<file path="src/rtl/t5_pkg.sv">
// Shared constants and types for the hart scheduler / GPR sequencer.
package t5_pkg;
  localparam int NHART     = 4;
  localparam int HART_W    = 2;
  localparam int REG_W     = 5;
  localparam int GPR_DEPTH = 128;

  typedef enum logic {INIT = 1'b0, RUN = 1'b1} state_t;

  // One pipeline slot: which hart owns it and whether it carries work.
  typedef struct packed {
    logic [HART_W-1:0] hart;
    logic              vld;
  } slot_t;
endpackage

</file>
<file path="src/rtl/t5_rrarb.sv">
// 4-way round-robin find-first: search last+1, last+2, last+3, last.
module t5_rrarb
  import t5_pkg::*;
(
  input  logic [NHART-1:0]  req,
  input  logic [HART_W-1:0] last,
  output logic [HART_W-1:0] gnt_id,
  output logic              gnt_vld
);

  logic [HART_W-1:0] idx;

  // Walk the search order backwards so the nearest candidate after last wins.
  always_comb begin
    gnt_id  = last;
    gnt_vld = 1'b0;
    idx     = last;
    for (int k = NHART; k >= 1; k--) begin
      idx = last + HART_W'(k);
      if (req[idx]) begin
        gnt_id  = idx;
        gnt_vld = 1'b1;
      end
    end
  end

endmodule

</file>
<file path="src/rtl/t5_hsched.sv">
// Hart scheduler and GPR sequencer for the 4-hart barrel pipeline.
// Clears the register file after reset, then issues one eligible hart per
// cycle round-robin and carries the hart ID down F/D/E/M.
module t5_hsched
  import t5_pkg::*;
#(
  parameter int XLEN = 32
) (
  input  logic              sclk,
  input  logic              srstn,
  input  logic [NHART-1:0]  hena,
  input  logic [NHART-1:0]  wak,
  input  logic              slp_req,
  input  logic              wb_wre,
  input  logic [REG_W-1:0]  wb_rda,
  input  logic [XLEN-1:0]   wb_dat,
  output logic              rdy,
  output logic [HART_W-1:0] fhart,
  output logic              fvld,
  output logic [HART_W-1:0] dhart,
  output logic [HART_W-1:0] ehart,
  output logic              evld,
  output logic [HART_W-1:0] mhart,
  output logic              mvld,
  output logic [REG_W-1:0]  rd0a,
  output logic [XLEN-1:0]   rd0d,
  output logic              mwre
);

  state_t            state;
  logic [6:0]        cnt;
  logic [NHART-1:0]  awake;
  logic [HART_W-1:0] last;
  logic [HART_W-1:0] fhart_hold;
  slot_t             d_q, e_q, m_q;

  logic [NHART-1:0]  elig;
  logic [HART_W-1:0] gnt_id;
  logic              gnt_vld;
  logic              sleep;
  logic [NHART-1:0]  sleep_mask;

  // Nothing is eligible while the register file is still being cleared.
  assign elig = (state == RUN) ? (hena & awake) : '0;

  t5_rrarb u_arb (
    .req     (elig),
    .last    (last),
    .gnt_id  (gnt_id),
    .gnt_vld (gnt_vld)
  );

  assign fvld  = gnt_vld;
  assign fhart = gnt_vld ? gnt_id : fhart_hold;

  // A sleep request is only meaningful when the E slot carries work.
  assign sleep      = slp_req & e_q.vld;
  assign sleep_mask = sleep ? (NHART'(1) << e_q.hart) : '0;

  assign rdy   = (state == RUN);
  assign dhart = d_q.hart;
  assign ehart = e_q.hart;
  assign evld  = e_q.vld;
  assign mvld  = m_q.vld;

  // INIT/RUN sequencing; cnt walks every GPR entry once after reset.
  always_ff @(posedge sclk or negedge srstn) begin
    if (!srstn) begin
      state <= INIT;
      cnt   <= '0;
    end else begin
      case (state)
        INIT: begin
          cnt <= cnt + 7'd1;
          if (cnt == 7'(GPR_DEPTH - 1)) state <= RUN;
        end
        RUN:     state <= RUN;
        default: state <= INIT;
      endcase
    end
  end

  // Awake bits: a wake in the same cycle as a sleep to that hart wins.
  always_ff @(posedge sclk or negedge srstn) begin
    if (!srstn) awake <= 4'b0001;
    else        awake <= (awake & ~sleep_mask) | wak;
  end

  // Round-robin pointer and held fetch ID advance only on an issue.
  always_ff @(posedge sclk or negedge srstn) begin
    if (!srstn) begin
      last       <= 2'd3;
      fhart_hold <= '0;
    end else if (gnt_vld) begin
      last       <= gnt_id;
      fhart_hold <= gnt_id;
    end
  end

  // F->D->E->M shift; younger slots of a sleeping hart are squashed,
  // the E slot that asked to sleep still retires.
  always_ff @(posedge sclk or negedge srstn) begin
    if (!srstn) begin
      d_q <= '0;
      e_q <= '0;
      m_q <= '0;
    end else begin
      d_q <= '{hart: fhart,    vld: fvld    & ~(sleep && fhart    == e_q.hart)};
      e_q <= '{hart: d_q.hart, vld: d_q.vld & ~(sleep && d_q.hart == e_q.hart)};
      m_q <= e_q;
    end
  end

  // GPR write port: zero-fill during INIT, M-stage writeback in RUN.
  always_comb begin
    mhart = m_q.hart;
    rd0a  = wb_rda;
    rd0d  = wb_dat;
    mwre  = wb_wre & m_q.vld & (wb_rda != '0);
    if (state == INIT) begin
      mhart = cnt[6:5];
      rd0a  = cnt[4:0];
      rd0d  = '0;
      mwre  = 1'b1;
    end
  end

endmodule

</file>
<file path="config.mk">
export PLATFORM = sky130hd
export DESIGN_NAME = t5_hsched
export DESIGN_NICKNAME = d
export VERILOG_FILES = /design/src/rtl/t5_pkg.sv /design/src/rtl/t5_rrarb.sv /design/src/rtl/t5_hsched.sv
export SDC_FILE = /design/constraint.sdc
export NUM_CORES = 1
export LEC_CHECK = 0
export CELL_PAD_IN_SITES_DETAIL_PLACEMENT = 1
export CELL_PAD_IN_SITES_GLOBAL_PLACEMENT = 2
export CORE_UTILIZATION = 19
export CTS_BUF_LIST = sky130_fd_sc_hd__clkbuf_16
export CTS_CLUSTER_DIAMETER = 200
export DETAILED_ROUTE_END_ITERATION = 6
export PLACE_DENSITY_LB_ADDON = 0.1
export REMOVE_ABC_BUFFERS = 1
export SLEW_MARGIN = 40
export SYNTH_ARGS = -nofsm -noshare
export SYNTH_HDL_FRONTEND = slang
export SYNTH_SLANG_ARGS = --single-unit
</file>
<file path="constraint.sdc">
create_clock -name sclk -period 2.5 [get_ports sclk]
set_clock_uncertainty 0.05 [all_clocks]
set_input_delay 0.5 -clock sclk [delete_from_list [all_inputs] [get_ports sclk]]
set_output_delay 0.5 -clock sclk [all_outputs]
set_load 0.02 [all_outputs]
</file>
### Track usage over the die

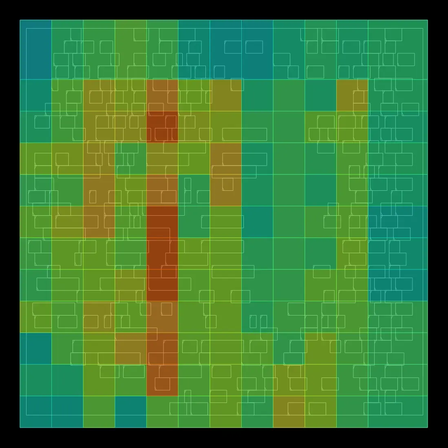
routed wirelength normalized by instance count: 13.8 um
fraction of the core area covered by cells at the end of the flow: 38.8%
Global Route met3 Usage: 2.71%
Global Route Usage Sum: 12.3%
grt peak-use layer: met2

### Cell density map

(4 px per um) 9 x 9 tiles, from dark blue (low) to red (high), 0 to 100% covered.
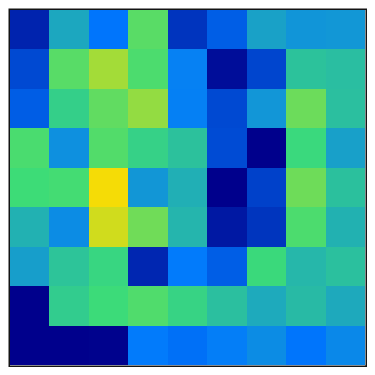
The emptiest ninth of the die: south-west. The fullest tile reaches 74%. The densest ninth of the die: west. The mean over all tiles is 34%. 7.4% of the tiles are nearly empty.
floorplan core density: 19.7%
core box area: 0.00729 mm2

### Routed clock nets over the placement

(4 px per um)
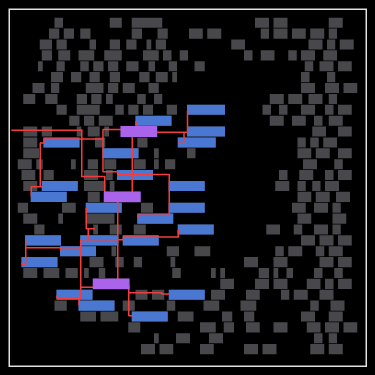
Key: purple = clock-net drivers [count 3]; blue = flip-flops [count 23]; red = clock wires [length 310 um]
There are 4 routed clock nets.
Clk power: 0.343 mW
insertion delay of the later-clocked pin in the worst-skew pair: 0.25 ns
relative contribution of the clock network to total power: 41.8%

==> layer usage <==
layer / vias to the layer above / share of wire [%] / track usage [%] / routed length, um
li1: 762 / - / - / -
met1: 738 / 47 / 17.7 / 2370
met2: 78 / 42 / 18.5 / 2150
met3: 2 / 11 / 2.71 / 561
met4: 0 / 0.22 / 3.52 / 11
met5: - / 0 / 0 / 0
==> cells in the final DEF, fill, tap and decap left out, types with 4 or more instances in the layout <==
| master | synthesis | routed |
|---|---|---|
| a21o_1 | 4 | 4 |
| and2_1 | 33 | 32 |
| buf_4 | 3 | 28 |
| clkdlybuf4s50_1 | 0 | 91 |
| dfrtp_1 | 20 | 19 |
| mux2_2 | 8 | 7 |
| nand2_1 | 13 | 10 |
| nor2_1 | 6 | 5 |
| xnor2_1 | 5 | 5 |
| xor2_1 | 4 | 4 |
==> flow_summary_export.csv <==
group,metric,value,unit
power_and_ir_drop,power.leakage,1.18,nW
setup_path,worst-path-stages,6,
yosys,topCellsByArea,"dfrtp_1, and2_1, mux2_2",
layout,area.share.combinational,30.0,%
cts,cts-root-to-sink-buffers,2,
sta,timing.max_slew.rel_slack,78.2,%
sta,finalWorstPathRequiredPeriod,2.42,ns
layout,antenna_cells,0,
sta,report.final.hold_viol_count,0,
worst_hold_path,hold_path_end,"mvld",
cts,post-cts-setup-buffer-count,0,
cts,number_of_clock_buffers_inserted_by_tritoncts,3,
yosys,post-synth-top-count-cell,"and2_1",
power_and_ir_drop,intPower,0.663,mW
cts,clk_pin_slew_worst_paths,0.06,ns
layout,nonClockBufferCount,126,
routing,via_count,1580,
layout,final_net_count,322,
yosys,netlist_area,0.00143,mm2
floorplanning,num_rows,31,
power_and_ir_drop,power_per_cell_area,290,mW/mm2
yosys,xor_share,5.50,%
routing,totalWireLength,5100,um
setup_path,cp_max_fo,4,
yosys,synth-async-reset-ratio,100,%
status,outcome,"completed",
setup_path,crit_path_cell_trace,"clkdlybuf4s50_1 -> nand2_2 -> a21boi_2 -> a21oi_2 -> mux2_4 -> buf_4",
setup_path,cell_family_with_the_largest_share_of_critical_path_delay,"buffers and inverters",
grt,grt_pass1_vias,1415,
grt,global_route.overflow_total,0,
yosys,yosys-dominant-comb-family,"simple AND/OR/NAND/NOR gates",
routing,route.detailed.vias_per_inst,4.27,
place,dp.final_hpwl,4120,um
power_and_ir_drop,comb_power,0.105,mW
yosys,yosysCellCount,152,
place,placement_setup_slack,-0.651,ns
yosys,ys_ff,23,
power_and_ir_drop,top_power_group,"registers",
yosys,synth.yosys.chip_area,0.00143,mm2
worst_hold_path,worstHoldPathCells,0,
yosys,synth.mux.area_fraction,6.28,%
layout,clock_buffers,3,
layout,number_of_flip_flops_in_the_largest_register,7,
layout,layout_area_overhead,97.6,%
layout,non_clock_inverter_count,2,
sta,fin_ws,0.0832,ns
power_and_ir_drop,ir_drop_worst_case_vdd,212,uV
grt,grt_start_max_net_pins,42,
yosys,top_flip_flop_cell_by_instance_count_after_synthesis,"dfrtp_1",
layout,clock_cell_area_share,2.78,%
power_and_ir_drop,netSwitchingPower,0.158,mW
setup_path,setup.worst_path.start_class,"input port",
sta,report.final.slew_viol_count,0,
routing,detailedRoute.firstIterationViolations,8,
setup_path,ff2ff_setup_slack,0.46,ns
setup_path,critical_path_buf_inv_count,2,
floorplanning,fp.dieArea,0.00790,mm2
worst_hold_path,hold_path_class,"register to register",
setup_path,crit_required,1.95,ns
layout,top_regs,"cnt: 7 flops, awake: 4 flops",
setup_path,worst_setup_path_end_kind,"primary output",
yosys,synth.cells.most_frequent,"and2_1, dfrtp_1, nand2_1",
place,numPlacedInstances,365,
grt,wire_length_of_the_first_global_routing_pass,7400,um
yosys,yosysTopAreaCell,"dfrtp_1",
worst_hold_path,hp_start,"evld",
routing,drcViolationCount,0,
power_and_ir_drop,p_total,0.821,mW
layout,layout.nonclk_buf_share,42.1,%
layout,area_dominant_class,"non-clock buffers",
layout,post_layout_nonfiller_instances,370,
setup_path,critPathLaunch,"hena[0]",
grt,number_of_antenna_violations_at_the_first_check_in_global_routing,0,
cts,cts_repair_resize_count,32,
yosys,synth_compound_gate_area_share,13.9,%
sta,tightest_slew,0.322,ns
setup_path,critPathCapture,"fhart[1]",
place,routability_driven_placement_congestion_ratio,0.775,
Power and IR drop assume default switching activity.
